**Run 1: routed metal, one colour a layer**

Two of the layers only.
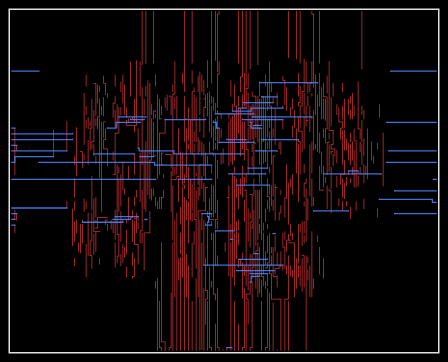
**Run 1: the clock network**

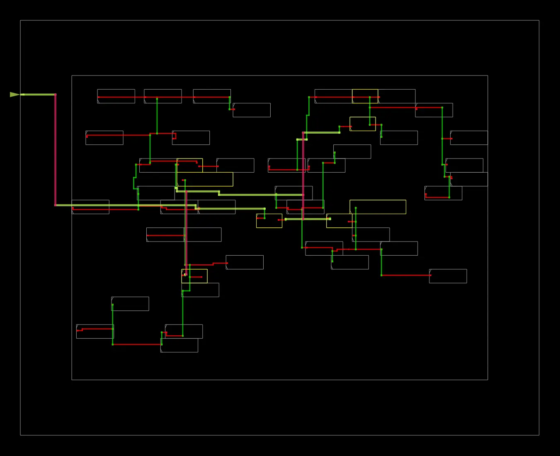
**Run 1: wiring heat map**

20 x 16 tiles, from dark purple (low) to yellow (high), scaled to the fullest tile. Values are wire area over tile area, all layers added.
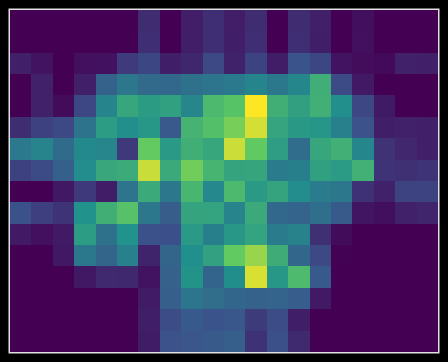
`config.mk`:
```
export PLATFORM = sky130hd
export DESIGN_NAME = pipe_hazard_ctrl
export DESIGN_NICKNAME = d
export VERILOG_FILES = /design/src/rtl/pipe_hazard_ctrl.sv
export SDC_FILE = /design/constraint.sdc
export NUM_CORES = 1
export LEC_CHECK = 0
export ABC_AREA = 0
export CAP_MARGIN = 10
export CORE_ASPECT_RATIO = 0.75
export CORE_MARGIN = 10
export CORE_UTILIZATION = 50
export CTS_BUF_LIST = sky130_fd_sc_hd__clkbuf_4 sky130_fd_sc_hd__clkbuf_8
export DETAILED_ROUTE_END_ITERATION = 10
export GPL_TIMING_DRIVEN = 1
export PLACE_DENSITY = 0.87
export RECOVER_POWER = 50
export SLEW_MARGIN = 10
export SYNTH_ARGS = -nofsm -noshare
export SYNTH_HDL_FRONTEND = slang
export SYNTH_SLANG_ARGS = --single-unit
```
`constraint.sdc`:
```
create_clock -name clk -period 3.85 [get_ports clk]
set_clock_uncertainty 0.2 [all_clocks]
set_input_delay 0.5775 -clock clk [delete_from_list [all_inputs] [get_ports clk]]
set_output_delay 0.5775 -clock clk [all_outputs]
set_load 0.005 [all_outputs]
```
`src/rtl/pipe_hazard_ctrl.sv`:
```
// Stall/flush sequencer for the 5-stage pipeline: D-stage register-use hazard
// detection against E/M, a mult/div busy FSM, and a saturating stall counter.
module pipe_hazard_ctrl #(
    parameter int unsigned MULT_LAT = 5,
    parameter int unsigned DIV_LAT  = 10
) (
    input  logic        clk,
    input  logic        reset,
    input  logic [4:0]  d_rs,
    input  logic [4:0]  d_rt,
    input  logic [1:0]  d_tuse_rs,
    input  logic [1:0]  d_tuse_rt,
    input  logic        d_md,
    input  logic [4:0]  e_dst,
    input  logic [1:0]  e_tnew,
    input  logic [4:0]  m_dst,
    input  logic [1:0]  m_tnew,
    input  logic        e_md_start,
    input  logic        e_md_div,
    output logic        en_pc,
    output logic        en_d,
    output logic        flush_e,
    output logic        en_m,
    output logic        en_w,
    output logic        md_busy,
    output logic        md_done,
    output logic [31:0] stall_cnt
);

    typedef enum logic {IDLE, BUSY} state_t;

    localparam logic [3:0] MULT_CNT = 4'(MULT_LAT);
    localparam logic [3:0] DIV_CNT  = 4'(DIV_LAT);

    state_t      state_q, state_d;
    logic [3:0]  cnt_q, cnt_d;
    logic        md_done_q, md_done_d;
    logic [31:0] stall_cnt_q, stall_cnt_d;

    logic hz_rs, hz_rt, stall;

    // tuse == 3 marks an operand the D-stage instruction does not read.
    assign hz_rs = (d_rs != 5'd0) && (d_tuse_rs != 2'd3) &&
                   (((d_rs == e_dst) && (e_tnew > d_tuse_rs)) ||
                    ((d_rs == m_dst) && (m_tnew > d_tuse_rs)));
    assign hz_rt = (d_rt != 5'd0) && (d_tuse_rt != 2'd3) &&
                   (((d_rt == e_dst) && (e_tnew > d_tuse_rt)) ||
                    ((d_rt == m_dst) && (m_tnew > d_tuse_rt)));

    // A start in E counts as busy so a same-cycle mfhi/mflo in D is held.
    assign md_busy = ~reset & ((state_q == BUSY) | e_md_start);
    assign stall   = ~reset & (hz_rs | hz_rt | (d_md & md_busy));

    assign en_pc     = ~stall;
    assign en_d      = ~stall;
    assign flush_e   = stall;
    assign en_m      = 1'b1;
    assign en_w      = 1'b1;
    assign md_done   = md_done_q;
    assign stall_cnt = stall_cnt_q;

    always_comb begin
        state_d   = state_q;
        cnt_d     = cnt_q;
        md_done_d = 1'b0;
        case (state_q)
            IDLE: begin
                if (e_md_start) begin
                    state_d = BUSY;
                    cnt_d   = e_md_div ? DIV_CNT : MULT_CNT;
                end
            end
            BUSY: begin
                if (cnt_q == 4'd1) begin
                    state_d   = IDLE;
                    md_done_d = 1'b1;
                end else begin
                    cnt_d = cnt_q - 4'd1;
                end
            end
            default: state_d = IDLE;
        endcase
    end

    always_comb begin
        stall_cnt_d = stall_cnt_q;
        if (stall && (stall_cnt_q != 32'hFFFF_FFFF)) begin
            stall_cnt_d = stall_cnt_q + 32'd1;
        end
    end

    always_ff @(posedge clk) begin
        if (reset) begin
            state_q     <= IDLE;
            cnt_q       <= 4'd0;
            md_done_q   <= 1'b0;
            stall_cnt_q <= 32'd0;
        end else begin
            state_q     <= state_d;
            cnt_q       <= cnt_d;
            md_done_q   <= md_done_d;
            stall_cnt_q <= stall_cnt_d;
        end
    end

endmodule

```
==> results_dict.tcl, run 1 <==
# yosys + openroad results
set metrics [dict create \
    final_util_pct 69.1 \
    synth.cell_area_um2 2530 \
    worstSetupStartpointType "primary input" \
    common_cells "dfxtp_1, a21oi_1, nor2_1" \
    clock_latency_ns 0.30 \
    path_delay_family "simple AND/OR/NAND/NOR gates" \
    worst_slew_pin_slew_ns 0.907 \
    final-instance-count-excl-fill 446 \
    logic_gates 253 \
    htreeDepth 2 \
    routed_wl_um 7530 \
    min_period_ns 3.44 \
    synthArstFlopShare_pct 0 \
    largest_reg_flops 32 \
    drtIter0Drc 257 \
    clockNetworkAreaShare_pct 4.22 \
    clock_power_uw 426 \
    worstSetupStartpoint "d_tuse_rs[1]" \
    ff_type "dfxtp_1" \
    highest-signal-layer "met4" \
    reg2reg_to "stall_cnt[11]" \
    well_tap_count 60 \
    rsz0062_at_grt "false" \
    busiest_layer "met2" \
    critPathMaxStageDelay_ns 0.48 \
    outcome "finished clean" \
    cp.depth 11 \
    r2r-start "stall_cnt[0]" \
    synth_cells 324 \
    powerComb_uw 155 \
    sh_comb_area_pct 48.0 \
    largest_area_cell "dfxtp_1" \
    p_comb_share_pct 15.6 \
    yosysWarnings 0 \
    first_pass_iters 5 \
    max_freq_ghz 0.291 \
    worst_hold_startpoint "stall_cnt[21]" \
    yosys-stat-area_um2 2530 \
    finalClockPeriodUsage_pct 89.3 \
    ff2ff_path_depth 8 \
    die-area_um2 8330 \
    combGateArea_um2 1620 \
    drv_cap 0 \
]
Back to the opening pictures, 'routed metal, one colour a layer':
- blue: M3 (wire length 537 µm)
- red: M2 (wire length 3840 µm)

Back to the opening pictures, 'the clock network':
registers: 38
total CTS buffers: 5
# clk buffers: 6

Back to the opening pictures, 'wiring heat map':
- emptiest ninth of the die: lower right
- densest ninth of the die: centre
- tiles over half the peak: 20%
- nearly empty tiles: 28%
- mean over tiles: 0.15

**Run 1: placement density heat map**

The bar under the picture is 20 µm long. 10 x 8 tiles, from dark purple (low) to yellow (high), 0 to 100% covered.
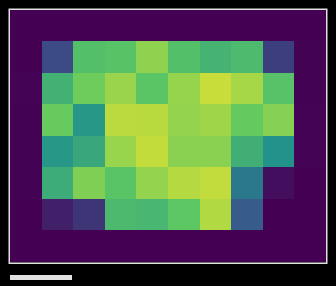

==> inputs of run 2 (changes only) <==
- CORE_UTILIZATION: 50 -> 61
- DONT_BUFFER_PORTS: default -> 1
- PLACE_DENSITY: 0.87 -> 0.81
- TNS_END_PERCENT: default -> 100
**Run 2: placement density heat map**

The bar under the picture is 20 µm long. 9 x 8 tiles, from dark purple (low) to yellow (high), 0 to 100% covered.
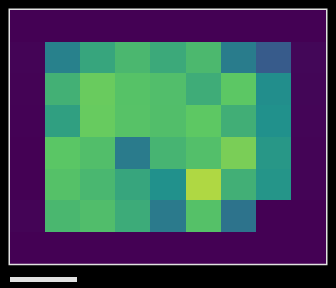
- densest ninth of the die: centre
- emptiest ninth of the die: lower right
- tiles over 75% full: 5.6%

**Run 2: sequential cells coloured by netlist name**

The bar under the picture is 20 µm long.
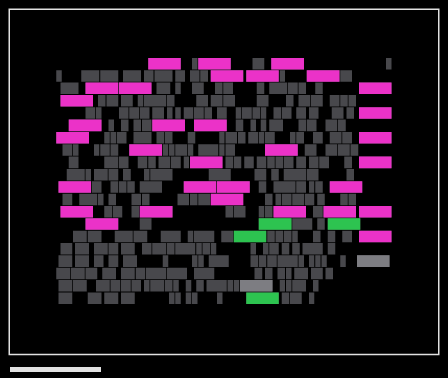
- magenta: `stall_cnt` (placed flops 32)
- green: `cnt_q` (placed flops 4)

==> run 2 against run 1 <==
Compared with the run above: non-clock buffer count decreased by 70; flip-flop count unchanged; sequential share of layout area is 6.7 points higher; total power fell by 21%; sequential power barely moved; clock-buffer cell count is the same; largest power group is now sequential cells; global-route usage grew 0.21 points; cell count decreased by 17%; critical path depth decreased by 2; worst setup slack improved by 0.26 ns; worst hold slack worse by 0.13 ns.
==> results_dict.tcl, run 2 <==
# yosys + openroad results
set metrics [dict create \
    common_cells "dfxtp_1, a21oi_1, nor2_1" \
    ff2ff_path_depth 9 \
    combGateArea_um2 1610 \
    largest_reg_flops 32 \
    final_util_pct 64.8 \
    synthArstFlopShare_pct 0 \
    drive_above_1_share_pct 7.59 \
    powerComb_uw 90.2 \
    seq_cell_count 38 \
    final-instance-count-excl-fill 371 \
    well_tap_count 55 \
    cp.depth 9 \
    sh_comb_area_pct 61.7 \
    seqCellArea_um2 761 \
    p_comb_share_pct 11.6 \
    reg2reg_to "stall_cnt[30]" \
    r2r-start "stall_cnt[0]" \
    top_cell "dfxtp_1" \
    first_pass_iters 4 \
    final_max_slew_viol_count 0 \
    holdPathEnd "stall_cnt[19]" \
    synth_cell_types 37 \
    path_delay_family "simple AND/OR/NAND/NOR gates" \
    routed_wl_um 6480 \
    worst_slew_pin_slew_ns 0.868 \
    busiest_layer "met2" \
    swShare_pct 25.3 \
    dp_hpwl_um 4960 \
    worstSetupStartpoint "d_tuse_rt[1]" \
    finalClockPeriodUsage_pct 82.6 \
    outcome "finished clean" \
    drv_cap 0 \
    n_all_buffers 3 \
    max_freq_ghz 0.315 \
    highest-signal-layer "met4" \
    rsz0062_at_grt "false" \
    clock_power_uw 283 \
    topCombFamilyByArea "simple AND/OR/NAND/NOR gates" \
    die-area_um2 7140 \
    logic_gates 253 \
    numCtsBuffers 5 \
    clkbuf_count 6 \
    worstSetupStartpointType "primary input" \
    synth.cell_area_um2 2530 \
    min_period_ns 3.18 \
    largest_area_cell "dfxtp_1" \
    ff_type "dfxtp_1" \
    synth_cells 324 \
    yosysWarnings 0 \
    yosys-stat-area_um2 2530 \
    drtIter0Drc 182 \
    critPathMaxStageDelay_ns 0.38 \
    yosysTopAreaCellShare_pct 30.1 \
    wl_met3_um 813 \
    placed_cell_area_um2 2510 \
    clock_latency_ns 0.28 \
    grt_first_pass_wirelength_um 10600 \
    worst_hold_startpoint "reset" \
    htreeDepth 2 \
    clockNetworkAreaShare_pct 3.65 \
    power_density_nw_per_um2 299 \
    worst_hold_path_type "in -> reg" \
    dieWidth_um 94.3 \
]
**Run 2: wiring heat map**

19 x 15 tiles, from dark purple (low) to yellow (high), scaled to the fullest tile. Values are wire area over tile area, all layers added.
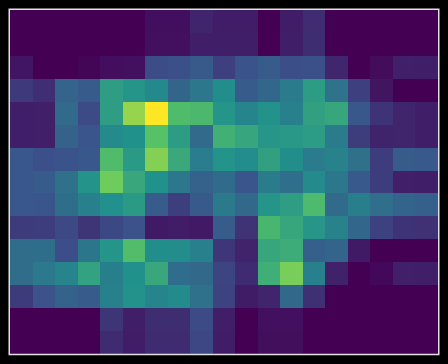

==> inputs of run 3 (changes only) <==
- CORE_UTILIZATION: 61 -> 60
- PLACE_DENSITY: 0.81 -> 0.83
- clock period: 3.85 -> 2.8 ns (I/O delays scaled with it)
**Run 3: wiring heat map**

19 x 15 tiles, from dark purple (low) to yellow (high), scaled to the fullest tile. Values are wire area over tile area, all layers added.
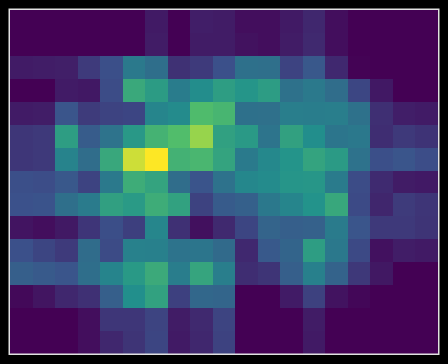
- fullest tile: 0.68
- densest ninth of the die: centre
- emptiest ninth of the die: lower right
- nearly empty tiles: 21%
average wire per standard cell: 17.9 µm
number of vias in the routed layout: 2422
GRT Util Overall: 18.4%

**Run 3: sequential cells coloured by netlist name**

The bar under the picture is 20 µm long.
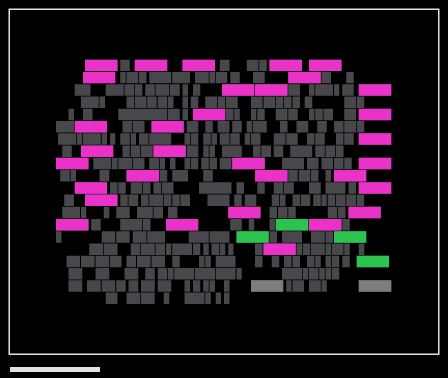
- magenta: `stall_cnt` (placed flops 32)
- green: `cnt_q` (placed flops 4)

==> run 3 against run 2 <==
Compared with the run above: global-route usage increased by 0.36 points; flip-flop count unchanged; via count increased by 0.92%.
==> results_dict.tcl, run 3 <==
# yosys + openroad results
set metrics [dict create \
    cp.depth 8 \
    cts-root-buf "clkbuf_8" \
    drv_cap 0 \
    power_frac_seq_pct 47.6 \
    wl_met3_um 813 \
    synth_cell_types 37 \
    final_util_pct 67.6 \
    seqCellArea_um2 761 \
    topCombFamilyByArea "simple AND/OR/NAND/NOR gates" \
    drive_above_1_share_pct 9.45 \
    logic_gates 253 \
    critPathMaxStageDelay_ns 0.54 \
    seq_cell_count 38 \
    worstSetupStartpointType "primary input" \
    critPathKind "in -> out" \
    clockNetworkAreaShare_pct 4.11 \
    busiest_layer "met2" \
    max_freq_ghz 0.375 \
    worst_hold_startpoint "reset" \
    clock_power_uw 480 \
    path_delay_family "simple AND/OR/NAND/NOR gates" \
    sh_comb_area_pct 58.8 \
    die-area_um2 7240 \
    yosys-stat-area_um2 2530 \
    worst_slew_pin_slew_ns 0.979 \
    drtIter0Drc 235 \
    min_period_ns 2.66 \
    fin_tns_setup_ns 0 \
    grt_first_pass_wirelength_um 11100 \
    largest_reg_flops 32 \
    power_density_nw_per_um2 430 \
    clock_latency_ns 0.29 \
    worstSetupStartpoint "d_tuse_rs[1]" \
    final-instance-count-excl-fill 383 \
    final_max_slew_viol_count 0 \
    warnings 27 \
    swShare_pct 24.2 \
    p_comb_share_pct 11.7 \
    design_area_um2 2740 \
    holdPathEnd "stall_cnt[23]" \
    cts_setup_buffers 0 \
    htreeDepth 2 \
    combGateArea_um2 1610 \
    finalClockPeriodUsage_pct 95.1 \
    area_leaders "dfxtp_1, a21oi_1, ha_1" \
    yosysWarnings 0 \
    ff2ff_path_depth 10 \
    slowest_stage "and3_4" \
    synth.cell_area_um2 2530 \
    top_cell "dfxtp_1" \
    well_tap_count 55 \
    p_int_uw 894 \
    finalHoldViolCount 0 \
    worst_hold_path_type "in -> reg" \
    ff_type "dfxtp_1" \
    adder_share_pct 5.45 \
    common_cells "dfxtp_1, a21oi_1, nor2_1" \
    yosysTopAreaCellShare_pct 30.1 \
    clkbuf_count 6 \
    rsz0062_at_grt "false" \
    path_common_cell "inv_1" \
    outcome "finished clean" \
    placed_cell_area_um2 2600 \
    highest-signal-layer "met4" \
    synthArstFlopShare_pct 0 \
    numCtsBuffers 5 \
    dp_hpwl_um 5070 \
    leakagePower_nw 0.966 \
    powerComb_uw 138 \
    synth_cells 324 \
    largest_area_cell "dfxtp_1" \
    routed_wl_um 6850 \
    reg2reg_to "stall_cnt[13]" \
    r2r-start "stall_cnt[0]" \
    fp.dieH_um 76.2 \
    layout_top_cell "dfxtp_1" \
    first_pass_iters 5 \
    n_all_buffers 16 \
    dieWidth_um 94.9 \
]
No activity file was given, so power comes from the tool's default toggle rates.
